## src/rtl/gpo_seq.sv

```systemverilog
`default_nettype none
// ============================================================================
// Module   : gpo_seq
// Function : MMIO-slot GPO pattern sequencer; plays up to eight W-bit patterns
//            on dout with a programmable hold time, once or looped (W <= 32).
// Revision : 1.0 - initial release
// ============================================================================
module gpo_seq #(
  parameter int W = 8
) (
  input  logic         clk,
  input  logic         reset,
  input  logic         cs,
  input  logic         read,
  input  logic         write,
  input  logic [4:0]   addr,
  input  logic [31:0]  wr_data,
  output logic [31:0]  rd_data,
  output logic [W-1:0] dout
);

  typedef enum logic [0:0] {
    S_IDLE = 1'b0,
    S_RUN  = 1'b1
  } state_t;

  state_t      r_state;
  logic [2:0]  r_idx;
  logic [31:0] r_cnt;
  logic        r_done;
  logic [31:0] r_period;
  logic [2:0]  r_last;
  logic        r_loop;
  logic [W-1:0] r_idle;
  logic [W-1:0] r_pat [8];

  logic        w_wr;
  logic        w_ctrl_wr;
  logic        w_start;
  logic        w_stop;
  logic [31:0] w_per_m1;
  logic        w_step;
  logic        w_seq_end;
  logic        w_busy;
  logic        w_unused;

  assign w_wr      = cs && write;
  assign w_ctrl_wr = w_wr && (addr == 5'd0);
  assign w_stop    = w_ctrl_wr && wr_data[1];
  assign w_start   = w_ctrl_wr && wr_data[0] && !wr_data[1];
  assign w_per_m1  = (r_period == 32'd0) ? 32'd0 : r_period - 32'd1;
  assign w_step    = (r_cnt == w_per_m1);
  // Index 7 always terminates a pass, so a LAST lowered below idx still ends.
  assign w_seq_end = (r_idx == r_last) || (r_idx == 3'd7);
  assign w_busy    = (r_state == S_RUN);
  assign w_unused  = read;

  always_ff @(posedge clk or negedge reset) begin
    if (!reset) begin
      r_period <= '0;
      r_last   <= '0;
      r_loop   <= 1'b0;
      r_idle   <= '0;
      for (int i = 0; i < 8; i++) r_pat[i] <= '0;
    end else if (w_wr) begin
      case (addr)
        5'd0: r_loop   <= wr_data[2];
        5'd1: r_period <= wr_data;
        5'd2: r_last   <= wr_data[2:0];
        5'd3: r_idle   <= wr_data[W-1:0];
        default: begin
          if (addr[4:3] == 2'b01) r_pat[addr[2:0]] <= wr_data[W-1:0];
        end
      endcase
    end
  end

  always_ff @(posedge clk or negedge reset) begin
    if (!reset) begin
      r_state <= S_IDLE;
      r_idx   <= '0;
      r_cnt   <= '0;
      r_done  <= 1'b0;
    end else if (w_stop) begin
      r_state <= S_IDLE;
      r_cnt   <= '0;
    end else if (w_start) begin
      r_state <= S_RUN;
      r_idx   <= '0;
      r_cnt   <= '0;
      r_done  <= 1'b0;
    end else if (r_state == S_RUN) begin
      if (w_step) begin
        r_cnt <= '0;
        if (!w_seq_end) begin
          r_idx <= r_idx + 3'd1;
        end else if (r_loop) begin
          r_idx <= '0;
        end else begin
          r_state <= S_IDLE;
          r_done  <= 1'b1;
        end
      end else begin
        r_cnt <= r_cnt + 32'd1;
      end
    end
  end

  assign dout = w_busy ? r_pat[r_idx] : r_idle;

  always_comb begin
    rd_data = '0;
    case (addr)
      5'd0: rd_data = {25'd0, r_idx, 1'b0, r_loop, r_done, w_busy};
      5'd1: rd_data = r_period;
      5'd2: rd_data = {29'd0, r_last};
      5'd3: rd_data[W-1:0] = r_idle;
      default: begin
        if (addr[4:3] == 2'b01) rd_data[W-1:0] = r_pat[addr[2:0]];
      end
    endcase
  end

endmodule
`default_nettype wire

```

## config.mk

```make
export PLATFORM = sky130hd
export DESIGN_NAME = gpo_seq
export DESIGN_NICKNAME = d
export VERILOG_FILES = /design/src/rtl/gpo_seq.sv
export SDC_FILE = /design/constraint.sdc
export NUM_CORES = 1
export LEC_CHECK = 0
export ABC_CLOCK_PERIOD_IN_PS = 3900
export CAP_MARGIN = 20
export CORE_AREA = 2 2 139 141
export CTS_CLUSTER_DIAMETER = 150
export CTS_CLUSTER_SIZE = 10
export DETAILED_ROUTE_END_ITERATION = 8
export DIE_AREA = 0 0 141 143
export PLACE_DENSITY_LB_ADDON = 0.1
export SLEW_MARGIN = 40
export SYNTH_ARGS = -nofsm -noshare
export SYNTH_HDL_FRONTEND = slang
export SYNTH_SLANG_ARGS = --single-unit
```

## constraint.sdc

```tcl
create_clock -name clk -period 3.9 [get_ports clk]
set_input_delay 0.585 -clock clk [delete_from_list [all_inputs] [get_ports clk]]
set_output_delay 0.585 -clock clk [all_outputs]
set_load 0.02 [all_outputs]
```

==> results.yml, run 1 <==
# flow metrics
logic_synthesis:
  synth_area_sq_um: 9140
  area_leaders: "dfrtp_1, mux2_2, mux4_2"
  top_logic_kind: "multiplexers"
  synth-simple-area-share_pct: 18.9
  ys.flops: 145
  ys_types: 65
  muxShareOfSynthArea_pct: 21.9
  adder_share_pct: 0.547
  top_cells_by_count: "dfrtp_1, mux2_2, nand2_1"
  edf_count: 0
timing:
  fin_tns_setup_ns: 0
  fmax_ghz: 0.268
  period_minus_slack_ns: 3.74
  fin_ws_ns: 0.164
  rsz0062_at_grt: "false"
  holdWs_ns: 0.501
  slew_violations: 0
flow_run:
  warnings: 27
  max_cap_violations: 0
power_and_ir_drop:
  p_leak_nw: 4.58
  power_density_nw_per_um2: 433
  p_seq_share_pct: 40.0
  comb-power_mw: 1.18
  p_int_mw: 3.12
  vdd_ir_drop_max_mv: 0.392
  p_seq_mw: 1.89
  maxPowerGroup: "registers"
routing:
  vias: 7674
  wl_per_cell_um: 21.2
  first_pass_iters: 5
  avgViaCountPerCell: 6.31
  met3WireLength_mm: 1.17
  wl_met1_mm: 10.7
clock_network:
  cts_max_level: 4
  clkTransAtPathRegs_ns: 0.07
  clk_latency_ns: 0.43
  postCtsHoldBufs: 0
  cts_num_sinks: 145
  cts_buffers: 17
  ctsResizeCount: 1
worst_setup_path:
  crit_family: "simple AND/OR/NAND/NOR gates"
  worstPathRequired_ns: 4.21
  crit_path_start_kind: "flip-flop"
  crit_slowest_cell: "a2111o_2"
  critPathBufInv: 2
  critical_path_class: "flip-flop to flip-flop"
  cp_cell_sequence: "nor4_1, and4_2, nand3_1, buf_4, or4_1, o31ai_1, nand4_1, a2111o_2, buf_4, a31oi_1, mux2i_1"
  worstPathMaxFanout: 28
  crit_arrival_ns: 4.05
  cpMostUsedCell: "buf_4"
global_route:
  grt_start_max_net_pins: 98
  globalRouteMet2Util_pct: 45.6
  gr-usage-met1_pct: 33.2
  gr-max-usage-layer: "met2"
die:
  rows: 50
  die_y_um: 143
  fp_util_pct: 49.2
  die-area_sq_um: 20200
layout:
  flops: 145
  seq_share_pct: 33.2
  combGateArea_sq_um: 5130
  fillers: 1530
  diodes: 0
  n_clock_buffer: 18
  layout_top_cells: "dfrtp_1, mux2_2, clkdlybuf4s50_1"
  n_all_inverters: 21
  top_register: "r_pat"
  drive_gt1_share_pct: 25.0
  logic_gate_count: 655
  largest_class: "logic gates"
  register_area_sq_um: 3630
  buffers: 130
placement:
  placed_area_sq_um: 10200
  pre_cts_ws_ns: 0.00867
  dp_cells: 1182
outcome:
  outcome: "finished clean"
worst_hold_path:
  min_path_type: "flip-flop to flip-flop"
-- run 1: final timing paths --
check | startpoint | to | slack, ns | cells past startpoint
max in group asynchronous | reset | r_period[16]$_DFFE_PN0P_ | 2.68 | 3
worst max register to register | r_period[6]$_DFFE_PN0P_ | r_cnt[2]$_DFFE_PN0P_ | 0.16 | 11
worst max-delay path | r_period[6]$_DFFE_PN0P_ | r_cnt[2]$_DFFE_PN0P_ | 0.16 | 11
min in group asynchronous | reset | r_cnt[30]$_DFFE_PN0P_ | 0.57 | 2
worst min register to register | r_done$_DFFE_PN0P_ | r_done$_DFFE_PN0P_ | 0.50 | 1
worst min-delay path | r_done$_DFFE_PN0P_ | r_done$_DFFE_PN0P_ | 0.50 | 1
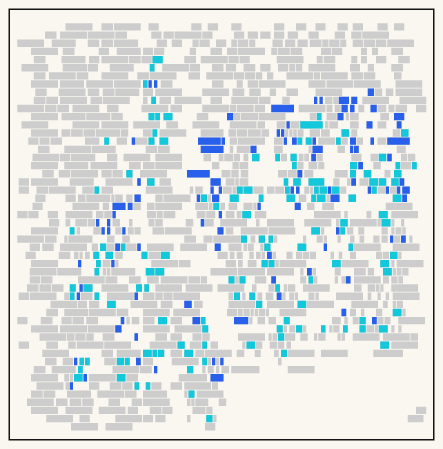
*Gate families picked out, run 1*
Scale: 3 px per um.
Cyan shows aoi and oai cells, cells 133. Blue shows nor cells, cells 102.
Comb area share: 46.9%
Commonest Layout Cell: dfrtp_1
Finished Layout Cells: 1217

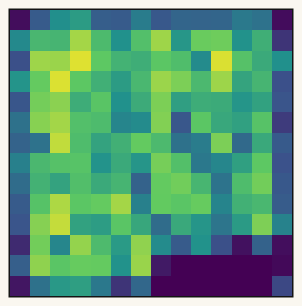
*Placement density heat map, run 1*
Scale: 2 px per um. The die is cut into 14 by 14 equal tiles; dark purple is low, yellow is high, 0 to 100% covered.
5.6% of the tiles are nearly empty. The emptiest ninth of the die: lower right. 21% of the tiles are over 75% full.

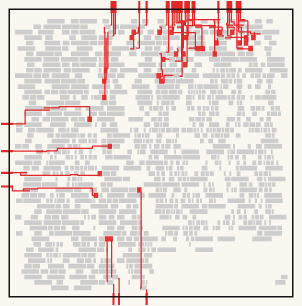
*Port wiring, run 1*
Scale: 2 px per um.
Red shows `rd_data`, bits 32, direction output, edge 25 top, 4 left, 3 bottom, end cells 32, buffers 32, wire 1000 um.
number of port buffers: 80
IO Pins: 82

==> run 1 -> run 2 <==
--- a/config.mk
+++ b/config.mk
@@ -13,6 +13,7 @@
 export DETAILED_ROUTE_END_ITERATION = 8
 export DIE_AREA = 0 0 141 143
 export PLACE_DENSITY_LB_ADDON = 0.1
+export SKIP_CTS_REPAIR_TIMING = 1
 export SLEW_MARGIN = 40
 export SYNTH_ARGS = -nofsm -noshare
 export SYNTH_HDL_FRONTEND = slang
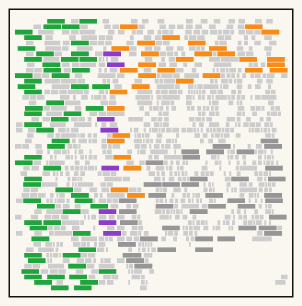
*Register map, names as in the netlist, run 2*
Scale: 2 px per um. Other sequential cells in the stronger gray, the rest of the logic in the fainter gray.
Orange shows `r_period`, sequential cells 32. Green shows `r_pat`, sequential cells 64, where a column on the left. Purple shows `r_idle`, sequential cells 8.
Another 41 sequential cells are not colored.

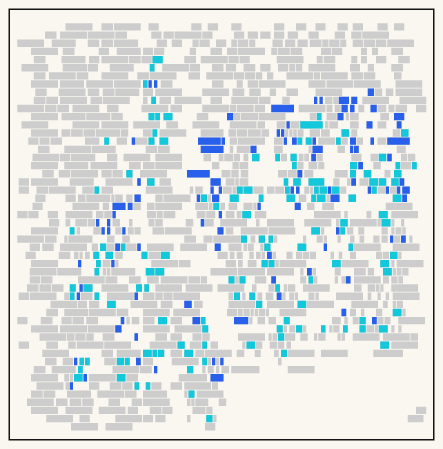
*Gate families picked out, run 2*
Scale: 3 px per um.
Blue shows nor cells, cells 102. Cyan shows aoi and oai cells, cells 133.

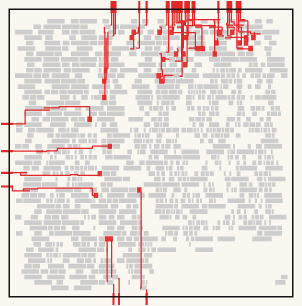
*Port wiring, run 2*
Scale: 2 px per um.
Red shows `rd_data`, bits 32, direction output, edge 25 top, 4 left, 3 bottom, end cells 32, buffers 32, wire 1000 um.

==> run 2 against run 1 <==
Effect of this change: synthesized cell count unchanged; power did not move; cell area unchanged; clock skew is the same; routed wire length is the same; sequential power is essentially flat; maximum frequency unchanged.
==> results.yml, run 2 <==
# flow metrics
outcome:
  outcome: "finished clean"
logic_synthesis:
  top_area_cell: "dfrtp_1"
  ys_types: 65
  ys_warn_count: 0
  edf_count: 0
  async_flop_share_pct: 100
  ys.flops: 145
  flop_cell: "dfrtp_1"
  adder_share_pct: 0.547
  synth-simple-area-share_pct: 18.9
  top_cells_by_count: "dfrtp_1, mux2_2, nand2_1"
  area_leaders: "dfrtp_1, mux2_2, mux4_2"
  synth_area_sq_um: 9140
  top_logic_kind: "multiplexers"
  muxShareOfSynthArea_pct: 21.9
  top_area_share_pct: 39.7
worst_hold_path:
  min_path_type: "flip-flop to flip-flop"
  holdPathStages: 1
  min_to: "r_done$_DFFE_PN0P_"
  holdCritStartpoint: "r_done$_DFFE_PN0P_"
worst_setup_path:
  worstPathRequired_ns: 4.21
  r2r_start: "r_period[6]$_DFFE_PN0P_"
  cp_cell_sequence: "nor4_1, and4_2, nand3_1, buf_4, or4_1, o31ai_1, nand4_1, a2111o_2, buf_4, a31oi_1, mux2i_1"
  crit_start: "r_period[6]$_DFFE_PN0P_"
  critPathBufInv: 2
  crit_slowest_cell: "a2111o_2"
  crit_arrival_ns: 4.05
  r2r_end: "r_cnt[2]$_DFFE_PN0P_"
  critPathCapture: "r_cnt[2]$_DFFE_PN0P_"
  cpMostUsedCell: "buf_4"
  reg2reg_depth: 11
  worstPathMaxFanout: 28
  crit_family: "simple AND/OR/NAND/NOR gates"
  r2r_slack_ns: 0.16
  crit_cells: 11
  critical_path_class: "flip-flop to flip-flop"
  crit_path_start_kind: "flip-flop"
clock_network:
  clk_latency_ns: 0.43
  cts_max_level: 4
  clkTransAtPathRegs_ns: 0.07
  cts_num_sinks: 145
  cts_buffers: 17
global_route:
  grt_start_max_net_pins: 98
  gr-max-usage-layer: "met2"
  overflow: 0
  gr-usage-met1_pct: 33.1
  globalRouteMet2Util_pct: 45.6
flow_run:
  warnings: 27
  max_cap_violations: 0
placement:
  placed_area_sq_um: 10200
  port-buffer-count: 80
  dp_cells: 1182
  pre_cts_ws_ns: 0.00867
timing:
  holdWs_ns: 0.501
  worst-slew-pin-transition_ns: 0.814
  slew_violations: 0
  fmax_ghz: 0.268
  fin_ws_ns: 0.164
  fin_tns_setup_ns: 0
  rsz0062_at_grt: "false"
  period_minus_slack_ns: 3.74
routing:
  wl_met1_mm: 10.7
  vias: 7674
  wl_per_cell_um: 21.2
  wl_mm: 25.7
  first_pass_iters: 5
  met3WireLength_mm: 1.17
  avgViaCountPerCell: 6.31
die:
  die-area_sq_um: 20200
  fp_util_pct: 49.2
  io-pin-count: 82
  die_y_um: 143
  rows: 50
layout:
  top_register: "r_pat"
  diodes: 0
  layout_top_cells: "dfrtp_1, mux2_2, clkdlybuf4s50_1"
  lay_top_count: "dfrtp_1"
  fillers: 1530
  finalNonFillerCells: 1217
  drive_gt1_share_pct: 25.0
  fin_util_pct: 58.8
power_and_ir_drop:
  vdd_ir_drop_max_mv: 0.392
  power_density_nw_per_um2: 433
  p_total_mw: 4.73
[run 2: cell counts after synthesis]
Identical to the previous run, type by type.
[run 2: area by class of cell]
class / instances / area (sq um) / area share, %
Clock inverter: 14 / 161 / 1.48
Clock buffer: 18 / 439 / 4.02
Inverter: 21 / 78.8 / 0.721
Sequential cell: 145 / 3630 / 33.2
Tap cell: 234 / 293 / 2.68
Multi-Input combinational cell: 655 / 5130 / 46.9
Timing Repair Buffer: 130 / 1200 / 11.0
[run 2: logic make-up after synthesis]
family	Yosys count
AND/OR/NAND/NOR	316
multiplexers	156
AND-OR/OR-AND	148
flip-flops	145
buffers and inverters	106
XOR/XNOR	31
adder cells (fa/ha/maj)	4
[run 2: power by group]
part           total (mW)  switching (mW)  internal (mW)
clock network        1.66           0.780          0.878
logic                1.18           0.620          0.564
registers            1.89           0.217           1.67
==> run 2 -> run 3 <==
--- a/config.mk
+++ b/config.mk
@@ -6,12 +6,11 @@
 export NUM_CORES = 1
 export LEC_CHECK = 0
 export ABC_CLOCK_PERIOD_IN_PS = 3900
-export CAP_MARGIN = 20
-export CORE_AREA = 2 2 139 141
+export CORE_AREA = 2 2 165 119
 export CTS_CLUSTER_DIAMETER = 150
 export CTS_CLUSTER_SIZE = 10
 export DETAILED_ROUTE_END_ITERATION = 8
-export DIE_AREA = 0 0 141 143
+export DIE_AREA = 0 0 167 121
 export PLACE_DENSITY_LB_ADDON = 0.1
 export SKIP_CTS_REPAIR_TIMING = 1
 export SLEW_MARGIN = 40
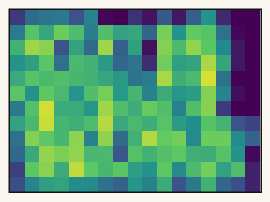
*Placement density heat map, run 3*
Scale: 1.5 px per um. The die is cut into 17 by 12 equal tiles; dark purple is low, yellow is high, 0 to 100% covered.
The mean over all tiles is 53%. 5.9% of the tiles are nearly empty. The fullest tile reaches 94%. The emptiest ninth of the die: upper right. 17% of the tiles are over 75% full.

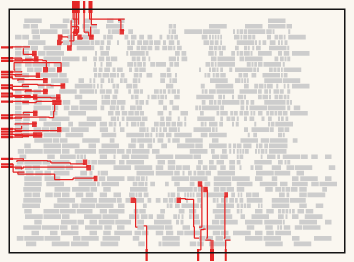
*Port wiring, run 3*
Scale: 2 px per um.
Red shows `rd_data`, bits 32, direction output, edge 20 left, 7 top, 5 bottom, end cells 32, buffers 32, wire 859 um.

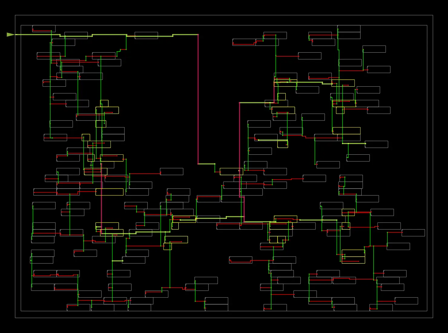
*Clock nets, run 3*
number of CTS-inserted buffers: 17
Seq cells: 145
clk pwr: 1.71 mW
clk_buf instances: 18

==> run 3 against run 2 <==
Effect of this change: sequential share of layout area hardly changed; critical path depth did not move; sequential cell count stayed put; largest power group unchanged; first-iteration DRC count grew 17%; synthesized cell count unchanged; routed wire length about the same; maximum frequency grew 2.0%; core utilization barely moved; non-clock buffer count decreased by 3.
==> results.yml, run 3 <==
# flow metrics
placement:
  placed_area_sq_um: 10200
  pre_cts_ws_ns: 0.148
  port-buffer-count: 80
  dp_cells: 1188
worst_setup_path:
  crit_start: "r_period[18]$_DFFE_PN0P_"
  crit_cells: 11
  crit_path_start_kind: "flip-flop"
  cp_cell_sequence: "nor3_1, nand3_1, nor4_4, nor3b_1, or4_1, a211oi_1, nand4_1, a2111o_1, buf_4, or2_1, o22ai_1"
  r2r_end: "r_idx[1]$_DFFE_PN0P_"
  crit_family: "simple AND/OR/NAND/NOR gates"
  crit_slowest_cell: "dfrtp_1"
  reg2reg_depth: 11
  worstPathRequired_ns: 4.24
  r2r_slack_ns: 0.24
  r2r_start: "r_period[18]$_DFFE_PN0P_"
  critical_path_class: "flip-flop to flip-flop"
  worstPathMaxFanout: 15
  crit_arrival_ns: 4.00
  critPathBufInv: 1
  critPathCapture: "r_idx[1]$_DFFE_PN0P_"
logic_synthesis:
  yosysChipArea_sq_um: 9140
  edf_count: 0
  syn_area_per_cell_sq_um: 10.1
  ys_types: 65
  async_flop_share_pct: 100
  fp_nets: 952
  top_logic_kind: "multiplexers"
  synth-simple-area-share_pct: 18.9
  synth_area_sq_um: 9140
  area_leaders: "dfrtp_1, mux2_2, mux4_2"
  ys.flops: 145
  top_area_share_pct: 39.7
  top_cells_by_count: "dfrtp_1, mux2_2, nand2_1"
  flop_cell: "dfrtp_1"
  top_area_cell: "dfrtp_1"
  ys_seq_share_pct: 39.7
  muxShareOfSynthArea_pct: 21.9
  ys_warn_count: 0
  adder_share_pct: 0.547
clock_network:
  cts_buffer_depth: 2
  clk_latency_ns: 0.42
  cts_max_level: 4
  clkTransAtPathRegs_ns: 0.07
  cts_num_sinks: 145
layout:
  layout_top_cells: "dfrtp_1, mux2_2, clkdlybuf4s50_1"
  finalNonFillerCells: 1222
  drive_gt1_share_pct: 24.5
  diodes: 0
  design_area_sq_um: 10900
  top_register: "r_pat"
  lay_top_count: "dfrtp_1"
  fin_util_pct: 58.8
  fillers: 1545
  largest_reg_flops: 64
  final_net_count: 1013
  reg_top3: "r_pat (64), r_cnt (32), r_period (32)"
routing:
  avgViaCountPerCell: 6.40
  wl_mm: 25.7
  wl_per_cell_um: 21.1
  detail-route-antenna-nets: 0
  drc_errors: 0
  drtIter0Drc: 895
  first_pass_iters: 5
  vias: 7823
flow_run:
  warnings: 28
  max_cap_violations: 0
timing:
  period_minus_slack_ns: 3.66
  slew_headroom_pct: 46.1
  fmax_ghz: 0.273
  slew_violations: 0
  fin_tns_setup_ns: 0
  worst-slew-pin-transition_ns: 0.808
  fin_worst_skew_ns: 0.0123
  rsz0062_at_grt: "false"
  fin_ws_ns: 0.236
  holdWs_ns: 0.0267
power_and_ir_drop:
  p_total_mw: 4.77
  vdd_ir_drop_max_mv: 0.242
  p_leak_nw: 4.56
  power_density_nw_per_um2: 437
die:
  io-pin-count: 82
  rows: 42
  fp_util_pct: 49.3
  die_y_um: 121
  die-area_sq_um: 20200
outcome:
  outcome: "finished clean"
global_route:
  grtUsageTotal_pct: 26.1
  grt_start_max_net_pins: 112
  overflow: 0
worst_hold_path:
  min_path_type: "input port to async pin"
-- run 3: layer usage --
metal  track usage, %  vias up  part of all wire (%)
li1                 -     3522                     -
met1             41.7     3912                    49
met2             35.4      357                    41
met3             5.25       32                   8.8
met4             6.73        0                   1.3
met5                0        -                     0
-- run 3: area by class of cell --
cell class | count | area (sq um) | area share [%]
Multi-Input combinational cell | 655 | 5110 | 46.8
Sequential cell | 145 | 3630 | 33.3
Timing Repair Buffer | 127 | 1190 | 10.9
Clock buffer | 18 | 439 | 4.02
Tap cell | 242 | 303 | 2.77
Clock inverter | 14 | 168 | 1.54
Inverter | 21 | 78.8 | 0.722
-- run 3: report_power, final --
group          internal [mW]  leakage, nW  switching, mW
clock network          0.984        0.293          0.727
registers               1.67         1.94          0.226
logic                  0.557         2.33          0.605
total                   3.21         4.56           1.56
Power is estimated from default activity; no workload was simulated.
